Design hs_fifo_bridge, sky130hd; sources not shown.
Placed cells, one color a class:
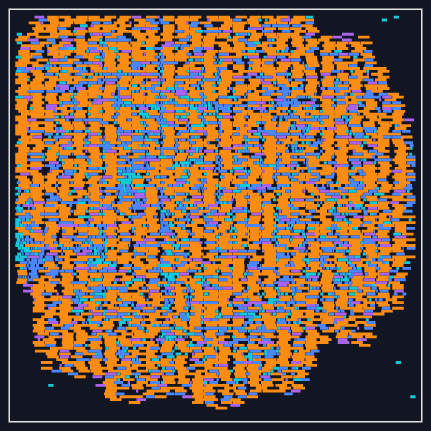
| class | color | cells | share of their area |
|---|---|---|---|
| clock drivers and dummy loads | purple | 398 | 6.7% |
| remaining buffers and delay cells | cyan | 757 | 6.9% |
| registers | orange | 2,346 | 66% |
| remaining logic cells | blue | 1,787 | 20% |
final core utilization: 74.5%
design area: 108,000 µm²

Wiring heat map:
39 x 39 tiles, from dark blue (low) to red (high), scaled to the fullest tile. Values are wire area over tile area, all layers added.
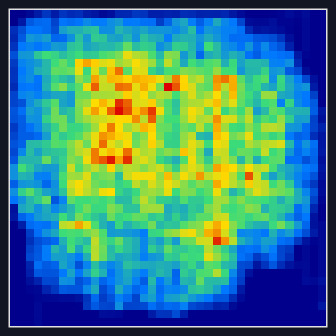
emptiest ninth of the die: lower right
tiles over half the peak: 33%
densest ninth of the die: center
Tot GR Track Use: 34.9%
DR WL/cell: 37.4 µm
Post-Route WL: 270,000 µm

Clock network drawn from the DEF:
Scale bar: 100 µm.
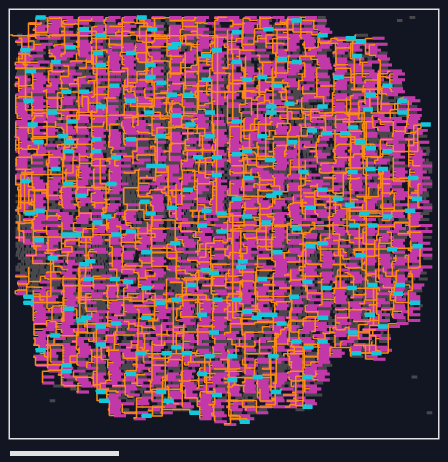
[flip-flops] magenta | count: 2,346
[clock-net drivers] cyan | count: 215
[clock wires] orange | length: 25.3 mm
flops lie: widely spread
routed clock nets: 216
power share of the clock group: 34.7%
worst skew pair latency: 0.86 ns

==> reports/metrics.cfg <==
[cts]
root_buffer=clkbuf_16
clock-sinks=2346
clkSlewWorstSetupHoldPaths_ns=0.06
cts_tree=built
numCtsBuffers=215
holdBufCountCts=0
cts_max_path_buffers=3
h-tree-depth=4

[synth]
synth_dominant_cell_count=edfxtp_1
yosys-mux-area-fraction_pct=14.7
syn_area_um2=91800
synthXorXnorAreaFrac_pct=0.334
ys_sh_aoi_pct=3.67
synth-seq-cells=2346
top_logic_kind=multiplexers
ys_seq_share_pct=76.5
yosys_area_um2=91800
flop_cell=edfxtp_1
yosys_warnings=0
synth_area_per_cell_um2=20.9
yosysTopAreaCell=edfxtp_1
yosys_cells=4397
yosys-top-cells-count=edfxtp_1, mux4_2, nor2_1, mux2i_1, a22oi_1
ys_sh_simple_pct=2.55
synthCells=4397
synthTopCellsByArea=edfxtp_1, mux4_2, mux2i_1
synthAdderAreaFrac_pct=0.213
top_area_share_pct=75.4
yosysUniqueCellTypes=76
edf_count=2304
synthArstFlopShare_pct=1.79

[cells_and_area]
finalNetCount=5136
area_delta_synth_final_pct=17.8
lay_top_count=edfxtp_1
layout_top_cells=edfxtp_1, buf_4, mux4_2, nor2_1, clkbuf_16
fillers=7190
fin_cells=7213
largest_reg_flops=2304
drive_above_1_share_pct=32.1

[critical_path]
max_stage_delay_ns=0.59
endpoint_kind=output pin
arrival_ns=4.17
crit_chain=buf_12, buf_16, buf_16, mux4_2, a221oi_4, o21ai_2, a211oi_2, nor3_1, buf_4, a31o_1, buf_2
reg2reg_depth=12
worst-path-max-fanout=7
r2r_setup_slack_ns=0.58
cp.required_ns=3.45
slowest_stage=mux4_2
crit_path_start_kind=register
cpMostUsedCell=buf_16
path_class=reg -> out

[timing]
rsz0062_at_grt=true
hold_viol=0
tightest_slew_ns=1.18
fin_crit_sh_pct=116
period_minus_slack_ns=5.32
tns_ns=-5.24
slew_headroom_pct=21.5
fin_skew_ns=0.0462
fmax_mhz=188
fin_ws_ns=-0.721
final-max-slew-violation-count=0
final-setup-viol-count=9

[drt]
ant_nets=0
drc=0
drt-initial-drc-count=9077
num_vias=52900
dr.pass1.iters=6
via_per_inst=7.33

[outcome]
violations=negative setup slack
status=finished with violations

[floorplanning]
die_area_um2=153000
die-height_um=392
core_area_um2=145000
num_io_pins=51
row_count=140
fp_util_pct=63.2
die_w_um=392

[job]
cap_viol_max_count=0
warning_count=55

[global_routing]
grt-ovfl-total=0
antenna_found_initial=7
first_global_vias=52000
grt_max_degree=153
grt_pass1_wl_um=379000

[place]
dpl.hpwl_um=149000
place_area_um2=98400
io_buffers=50
place_inst=6720
gp_congestion=0.900

[power]
power.leakage_nw=34.7
power.total_w=0.0526
combPwrFrac_pct=20.3
p_sw_w=0.0137
powerDensity_nw_per_um2=486
seqPwrFrac_pct=45.0
internal_power_w=0.0389
peakVddDrop_mv=0.639
switching_share_pct=26.0

[hold_path]
worstHoldPathCells=1
hp-class=reg -> reg

per-layer routing:
layer | vias up | routed length (µm) | track usage, %
met2 | 5412 | 127000 | 53.8
li1 | 19800 | - | -
met3 | 1174 | 38000 | 10.1
met5 | - | 13 | 0
met1 | 26500 | 86000 | 45.7
met4 | 2 | 18700 | 19.2
worst max-delay path: cells and delay by family, from the launching register on:
family / cells / cell delay, ns
AND-OR/OR-AND: 4 / 1.24
multiplexers: 1 / 0.59
flip-flops: 1 / 0.52
AND/OR/NAND/NOR: 1 / 0.11
buffers and inverters: 5 / 0.85
cell type report:
type / count / area [µm²] / area share, %
inverters: 8 / 32.5 / 0.0301
diodes: 8 / 20.0 / 0.0185
well taps: 1917 / 2400 / 2.22
multi-input cells: 1779 / 21100 / 19.5
clock inverters: 137 / 1490 / 1.37
clock buffers: 261 / 5590 / 5.17
flip-flops and latches: 2346 / 70300 / 65.0
repair buffers: 757 / 7250 / 6.71
through the flow:
stage	setup slack [ns]	hold slack (ns)
detailed placement	-0.528	0.483
global route	-0.693	0.538
global placement	-0.542	0.465
CTS	-0.633	0.505
floorplan	-24.33	0.573
finish	-0.721	0.514
power by group through the flow:
| stage | sequential [W] | combinational [W] | clock, W |
|---|---|---|---|
| finish | 0.0237 | 0.0107 | 0.0182 |
| global route | 0.0237 | 0.0110 | 0.0192 |
| CTS | 0.0237 | 0.0101 | 0.0181 |
| detailed placement | 0.0241 | 0.00889 | 0 |
| global placement | 0.0241 | 0.00873 | 0 |
| floorplan | 0.0246 | 0.00488 | 0 |
what timing repair did:
item | CTS | global route
resized | 293 | 104
cloned | 7 | 3
hold endpoints to repair | 0 | 0
pin swaps | 47 | 43
setup buffers | 56 | 34
setup endpoints to repair | 9 | 11
Power is estimated from default activity; no workload was simulated.
